==> src/rtl/mem_arb_pkg.sv <==
// Shared definitions for the instruction/data cache to block-memory arbiter.
package mem_arb_pkg;

  localparam int unsigned AddrWidth  = 28;
  localparam int unsigned BlockWidth = 128;

  localparam logic PORT_I = 1'b0;
  localparam logic PORT_D = 1'b1;

  typedef enum logic [2:0] {
    StIdle  = 3'd0,
    StMemI  = 3'd1,
    StMemD  = 3'd2,
    StDoneI = 3'd3,
    StDoneD = 3'd4
  } state_e;

endpackage

==> src/rtl/mem_arbiter.sv <==
// Round-robin arbiter between the I-cache read port and the D-cache read/write port
// for a single block-wide memory; sequences one latched access at a time.
module mem_arbiter
  import mem_arb_pkg::*;
(
  input  logic                  CLK,
  input  logic                  RESET,
  input  logic                  I_READ,
  input  logic [AddrWidth-1:0]  I_ADDRESS,
  output logic [BlockWidth-1:0] I_READDATA,
  output logic                  I_BUSYWAIT,
  input  logic                  D_READ,
  input  logic                  D_WRITE,
  input  logic [AddrWidth-1:0]  D_ADDRESS,
  input  logic [BlockWidth-1:0] D_WRITEDATA,
  output logic [BlockWidth-1:0] D_READDATA,
  output logic                  D_BUSYWAIT,
  output logic                  MEM_READ,
  output logic                  MEM_WRITE,
  output logic [AddrWidth-1:0]  MEM_ADDRESS,
  output logic [BlockWidth-1:0] MEM_WRITEDATA,
  input  logic [BlockWidth-1:0] MEM_READDATA,
  input  logic                  MEM_BUSYWAIT
);

  state_e                r_state;
  state_e                w_state_next;
  logic                  r_last;
  logic                  r_first;
  logic                  r_mem_read;
  logic                  r_mem_write;
  logic [AddrWidth-1:0]  r_addr;
  logic [BlockWidth-1:0] r_wdata;
  logic [BlockWidth-1:0] r_rdata_i;
  logic [BlockWidth-1:0] r_rdata_d;

  logic w_req_i;
  logic w_req_d;
  logic w_grant;
  logic w_grant_port;
  logic w_complete;

  assign w_req_i = I_READ;
  assign w_req_d = D_READ | D_WRITE;

  always_comb begin
    w_state_next = r_state;
    w_grant      = 1'b0;
    w_grant_port = PORT_I;
    w_complete   = 1'b0;
    unique case (r_state)
      StIdle: begin
        if (w_req_i || w_req_d) begin
          w_grant = 1'b1;
          // On a tie the port that was not served last wins.
          if (w_req_i && w_req_d) begin
            w_grant_port = (r_last == PORT_I) ? PORT_D : PORT_I;
          end else begin
            w_grant_port = w_req_d ? PORT_D : PORT_I;
          end
          w_state_next = (w_grant_port == PORT_D) ? StMemD : StMemI;
        end
      end
      StMemI, StMemD: begin
        // The memory's busy flag is not trusted on the edge right after strobing.
        if (!r_first && !MEM_BUSYWAIT) begin
          w_complete   = 1'b1;
          w_state_next = (r_state == StMemD) ? StDoneD : StDoneI;
        end
      end
      StDoneI, StDoneD: begin
        w_state_next = StIdle;
      end
      default: begin
        w_state_next = StIdle;
      end
    endcase
  end

  always_ff @(posedge CLK or posedge RESET) begin
    if (RESET) begin
      r_state     <= StIdle;
      r_last      <= PORT_I;
      r_first     <= 1'b0;
      r_mem_read  <= 1'b0;
      r_mem_write <= 1'b0;
      r_addr      <= '0;
      r_wdata     <= '0;
      r_rdata_i   <= '0;
      r_rdata_d   <= '0;
    end else begin
      r_state <= w_state_next;
      r_first <= w_grant;
      if (w_grant) begin
        if (w_grant_port == PORT_D) begin
          r_addr      <= D_ADDRESS;
          r_wdata     <= D_WRITEDATA;
          // A simultaneous read and write request is serviced as a write.
          r_mem_write <= D_WRITE;
          r_mem_read  <= ~D_WRITE;
        end else begin
          r_addr      <= I_ADDRESS;
          r_mem_write <= 1'b0;
          r_mem_read  <= 1'b1;
        end
      end
      if (w_complete) begin
        r_mem_read  <= 1'b0;
        r_mem_write <= 1'b0;
        r_last      <= (r_state == StMemD) ? PORT_D : PORT_I;
        if (r_mem_read) begin
          if (r_state == StMemD) begin
            r_rdata_d <= MEM_READDATA;
          end else begin
            r_rdata_i <= MEM_READDATA;
          end
        end
      end
    end
  end

  assign MEM_READ      = r_mem_read;
  assign MEM_WRITE     = r_mem_write;
  assign MEM_ADDRESS   = r_addr;
  assign MEM_WRITEDATA = r_wdata;
  assign I_READDATA    = r_rdata_i;
  assign D_READDATA    = r_rdata_d;
  assign I_BUSYWAIT    = w_req_i && (r_state != StDoneI);
  assign D_BUSYWAIT    = w_req_d && (r_state != StDoneD);

endmodule

==> config.mk <==
export PLATFORM = sky130hd
export DESIGN_NAME = mem_arbiter
export DESIGN_NICKNAME = d
export VERILOG_FILES = /design/src/rtl/mem_arb_pkg.sv /design/src/rtl/mem_arbiter.sv
export SDC_FILE = /design/constraint.sdc
export NUM_CORES = 1
export LEC_CHECK = 0
export ABC_AREA = 1
export ABC_CLOCK_PERIOD_IN_PS = 19480
export CAP_MARGIN = 20
export CORE_AREA = 5 5 285 287
export CTS_CLUSTER_DIAMETER = 60
export CTS_CLUSTER_SIZE = 20
export DETAILED_ROUTE_END_ITERATION = 8
export DIE_AREA = 0 0 290 292
export PLACE_DENSITY_LB_ADDON = 0.2
export SLEW_MARGIN = 20
export SYNTH_ARGS = -nofsm -noshare
export SYNTH_HDL_FRONTEND = slang
export SYNTH_SLANG_ARGS = --single-unit
==> constraint.sdc <==
create_clock -name CLK -period 19.48 [get_ports CLK]
set_input_delay 3.896 -clock CLK [delete_from_list [all_inputs] [get_ports CLK]]
set_output_delay 3.896 -clock CLK [all_outputs]
set_load 0.005 [all_outputs]
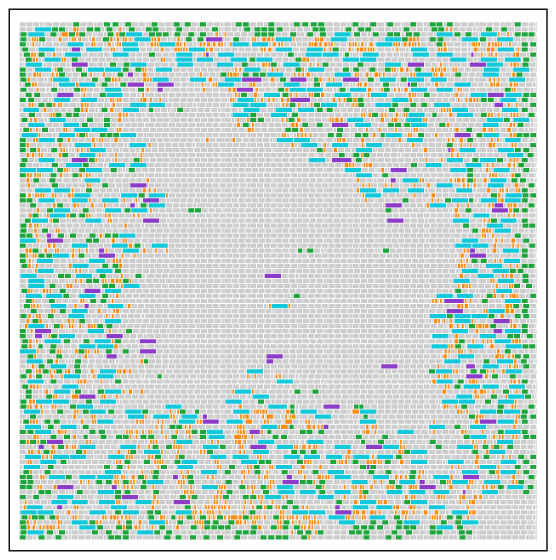
Fig. 1. Placement by cell class (run 1).
Fill, decap, tap and diode cells in grey.
Key: clock drivers and dummy loads = purple [cells 85, share of their area 6.4%]; sequential cells = cyan [cells 419, share of their area 41%]; combinational and other logic = orange [cells 1403, share of their area 23%]; remaining buffers and delay cells = green [cells 755, share of their area 29%]

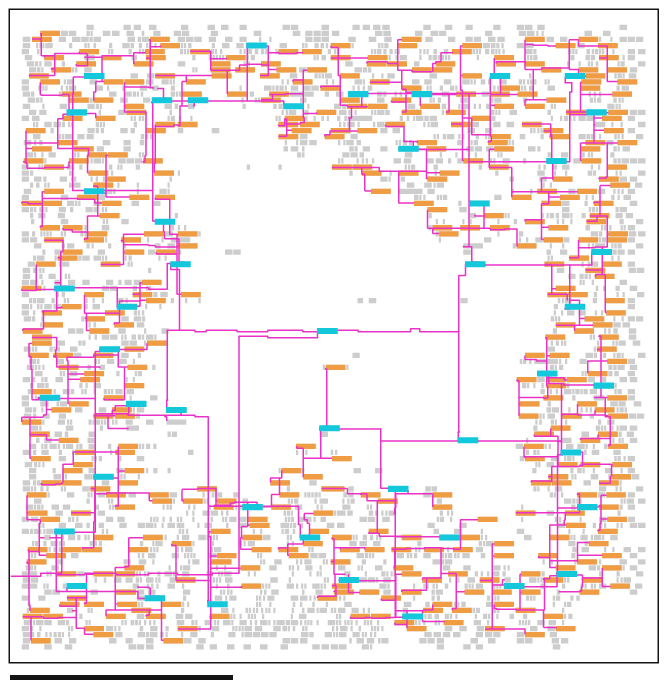
Fig. 2. Clock distribution (run 1).
The bar under the picture is 100 microns long.
Key: flip-flops = orange [count 419]; clock drivers = cyan [count 46]; clock wires = magenta [length 6580 microns]
Position of the flops: spread over the die. There are 47 routed clock nets.

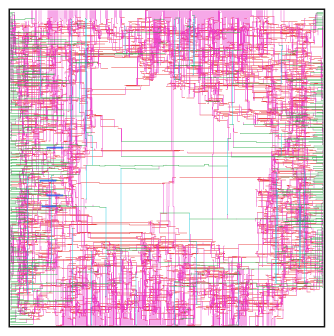
Fig. 3. Wiring by layer (run 1).
Key: metal 3 = green [wire length 8000 microns]; metal 2 = magenta [wire length 38.1 mm]; metal 1 = red [wire length 28.1 mm]; metal 4 = cyan [wire length 2150 microns]; metal 5 = blue [wire length 53.4 microns]

==> metrics.yaml, run 1 <==
synth:
  ys_chip_area_sq_um: 17100
  synth_top_area_share_pct: 61.2
  ys_cells: 1975
  ys_seq_share_pct: 61.2
  syn-num-nets: 2293
  ys.flops: 419
  flop_cell: "dfrtp_1"
worst_setup_path:
  cp-start-kind: "input pin"
  crit_arrival_ps: 5200
  crit_type: "input pin to primary output"
  cp_max_fo: 3
  critPathRequiredTime_ps: 15580
floorplan:
  dieArea_sq_um: 84700
  ios: 734
sta:
  fmax_ghz: 0.110
  finalCritPeriodShare_pct: 46.7
  fin_crit_ps: 9100
  final_max_slew_viol_count: 0
  fin_skew_ps: 18.8
clocking:
  tritoncts: "built"
  clk_transition_reported_paths_ps: 60
  clock_sinks: 419
  hold_buffers: 0
  cts_root_buf: "clkbuf_16"
route:
  routed_wl_microns: 76400
  vias: 16300
  ant_nets: 0
global_route:
  grt_use_total_pct: 17.3
  busiest_layer: "met2"
  grt_util_met1_pct: 19.3
  use_met3_pct: 7.31
  grt_antenna_before_repair: 11
power_and_ir_drop:
  clock_power_share_pct: 21.1
  ir_drop_mv: 0.128
run:
  max_cap_violations: 0
worst_hold_path:
  hp-start: "MEM_WRITEDATA[99]$_DFFE_PP0P_"
finish:
  utilization_pct: 34.4
  drive_above_1_share_pct: 4.51
  area_growth_pct: 57.3
outcome:
  outcome: "finished, final reports clean"
place:
  gp_congestion: 0.834
## run 1: kinds of logic after synthesis
kind of cell	share of synthesized area, %
and+or+nand+nor	33.7
DFF	61.2
buffers and inverters	5.01
AOI/OAI and AO/OA	0.102
## run 1: worst max-delay path, stage by stage
cell and delay (ps):
clkdlybuf4s50_1 500, nor2_1 110, a31oi_1 170, clkdlybuf4s50_1 520
## run 1: routing by layer
metal | vias up | part of all wire (%)
li1 | 7661 | -
met4 | 8 | 2.8
met1 | 7874 | 37
met5 | - | 0.069
met3 | 98 | 10
met2 | 626 | 50
## run 1: per-stage QoR
stage / area, sq um / hold WS [ps] / cells / worst slack, ps / power [uW]
6_report: 27000 / 469 / 3719 / 10380 / 4490
5_1_grt: 27000 / 489 / 3717 / 10320 / 4810
4_1_cts: 26900 / 473 / 3712 / 10390 / 4580
3_5_place_dp: 25300 / 457 / 3627 / 10400 / 3600
3_3_place_gp: 25300 / 453 / 3627 / 10380 / 3570
2_1_floorplan: 17100 / 453 / 1975 / 3920 / 2290
## run 1: flip-flops by register name, indices dropped and copies added (netlist names)
register,cells
MEM_ADDRESS,28
I_READDATA,128
r_last,1
MEM_WRITE,1
MEM_WRITEDATA,128
r_state,3
MEM_READ,1
D_READDATA,128
r_first,1
## run 1: area by class of cell
type / instances / share of cell area, %
flip-flops and latches: 419 / 38.9
repair buffers: 755 / 27.8
multi-input cells: 1363 / 21.7
well taps: 1050 / 4.87
clock buffers: 56 / 4.83
clock inverters: 29 / 1.25
inverters: 40 / 0.594
diodes: 7 / 0.0650
## run 1: final timing paths
| check | end | slack (ps) | cells after the start |
|---|---|---|---|
| setup / recovery | D_BUSYWAIT | 10380 | 4 |
| hold / removal | MEM_WRITEDATA[99]$_DFFE_PP0P_ | 470 | 2 |
| setup reg to reg | MEM_WRITEDATA[94]$_DFFE_PP0P_ | 16190 | 8 |
| hold reg to reg | MEM_WRITEDATA[99]$_DFFE_PP0P_ | 470 | 2 |
| max in group asynchronous | D_READDATA[51]$_DFFE_PP0P_ | 12510 | 5 |
| min in group asynchronous | MEM_WRITEDATA[85]$_DFFE_PP0P_ | 3830 | 2 |
## run 1: cells in the final DEF (no fill, tap or decap), types with 2 or more instances in the layout
cell type | netlist | routed
nor2_4 | 1 | 4
nand2_1 | 903 | 899
nand3_1 | 261 | 261
nand4_1 | 131 | 131
clkbuf_8 | 0 | 5
dfrtp_1 | 419 | 418
clkinv_2 | 0 | 4
nand2_4 | 0 | 3
bufinv_16 | 0 | 4
clkbuf_16 | 0 | 49
diode_2 | 0 | 7
inv_2 | 4 | 3
clkinvlp_4 | 0 | 5
nor2_1 | 61 | 60
inv_1 | 36 | 35
clkbuf_1 | 37 | 2
inv_8 | 0 | 3
a31oi_1 | 2 | 2
clkdlybuf4s50_1 | 0 | 733
buf_4 | 3 | 22
clkinv_4 | 0 | 4
inv_6 | 0 | 8
## run 1: power by group through the flow
stage                     logic (uW)  registers [uW]  clock network, uW
after CTS                       2070            1530                982
final                           2020            1520                948
after global placement          2050            1530                  0
after global routing            2220            1580               1020
after floorplan                  758            1530                  0
after detailed placement        2060            1530                  0
Fig. 4: run 1, placement view
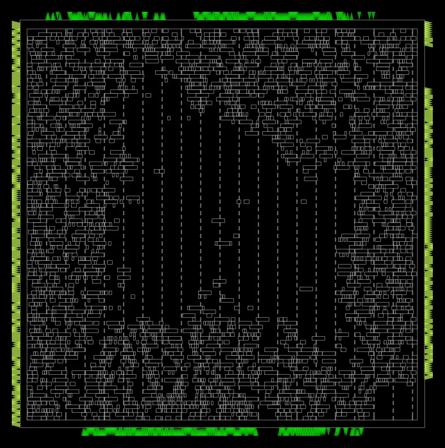

==> run 1 -> run 2 <==
- ABC_CLOCK_PERIOD_IN_PS: 19480 -> 9500
- clock period: 19.48 -> 9.5 ns (I/O delays scaled with it)
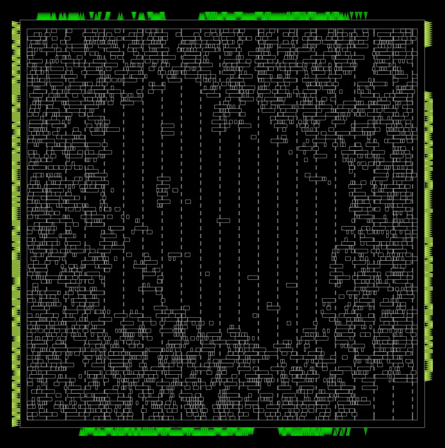
Fig. 5. Placement view (run 2).
# fillers: 8180
Cell Rows: 103

==> run 2 against run 1 <==
Net effect:
- worst hold slack better by 0.88 ps
- register-to-register slack got worse by 10000 ps
- synthesized cell count unchanged
- global-route usage increased by 0.16 points
- clock-buffer cell count down 1
- via count up 0.53%
- largest cell class unchanged
- final cell count increased by 0.32%
==> metrics.yaml, run 2 <==
worst_setup_path:
  crit_top_cell: "clkdlybuf4s50_1"
  crit_arrival_ps: 3200
  cp_max_fo: 3
synth:
  ys_cells: 1975
  syn-num-nets: 2293
  ys_seq_share_pct: 61.2
  synth_top_area_share_pct: 61.2
sta:
  timing.hold.ws_ps: 470
  fin_crit_ps: 5100
  fin_skew_ps: 16.2
global_route:
  grt_use_total_pct: 17.4
finish:
  lay_top_cells: "nand2_1 (899), clkdlybuf4s50_1 (733), dfrtp_1 (418)"
  utilization_pct: 34.6
  fin_area_sq_um: 27100
floorplan:
  ios: 734
clocking:
  clk_transition_reported_paths_ps: 60
  cts_root_buf: "clkbuf_16"
  clock_sinks: 419
outcome:
  outcome: "finished, final reports clean"
place:
  place_inst: 3627
  placed_area_sq_um: 25300
-- run 2: worst max-delay path by stage --
stage                     cells past startpoint                    endpoint          from  slack [ps]
after floorplan                               1   D_READDATA[0]$_DFFE_PP0P_         RESET        1950
after global placement                        9   D_READDATA[3]$_DFFE_PP0P_  MEM_BUSYWAIT        4200
after detailed placement                      9  D_READDATA[74]$_DFFE_PP0P_  MEM_BUSYWAIT        4100
after CTS                                     4                  D_BUSYWAIT       D_WRITE        4400
after global routing                          4                  D_BUSYWAIT       D_WRITE        4370
final                                         4                  D_BUSYWAIT       D_WRITE        4400
-- run 2: cell type report --
class / count / area, sq um / area share (%)
flip-flops and latches: 419 / 10500 / 38.7
well taps: 1050 / 1310 / 4.84
repair buffers: 755 / 7530 / 27.7
clock inverters: 37 / 479 / 1.77
clock buffers: 55 / 1300 / 4.80
diodes: 12 / 30.0 / 0.111
inverters: 40 / 156 / 0.576
multi-input cells: 1363 / 5840 / 21.5
-- run 2: through the flow --
step                      total power [uW]  worst slack [ps]
final                                 9320              4400
after global routing                  9970              4370
after CTS                             9500              4400
after detailed placement              7350              4100
after global placement                7300              4200
after floorplan                       4700              1950
-- run 2: cells by family (layout without fill, tap and decap cells) --
group | after synthesis | count (layout) | share of synthesized area (%)
DFF | 419 | 419 | 61.2
buffers and inverters | 193 | 887 | 5.01
AOI/OAI and AO/OA | 3 | 3 | 0.102
other | 0 | 12 | 0
and+or+nand+nor | 1360 | 1360 | 33.7
-- run 2: report_power, final --
part           switching [uW]  internal, uW  total [uW]
registers                 545          2620        3170
logic                    2100          1970        4070
clock network             904          1180        2080
-- run 2: critical path, delay by kind of cell --
family	cells	cell delay, ps
and+or+nand+nor	1	100
AOI/OAI and AO/OA	1	160
buffers and inverters	2	1030
-- run 2: per-layer routing --
| metal | track usage [%] | up-vias | share of wire (%) |
|---|---|---|---|
| li1 | - | 7702 | - |
| met1 | 19.8 | 7896 | 38 |
| met2 | 29.9 | 631 | 49 |
| met3 | 6.94 | 115 | 9.4 |
| met4 | 6.08 | 10 | 3.3 |
| met5 | 0 | - | 0.10 |
Power is estimated from default activity; no workload was simulated.
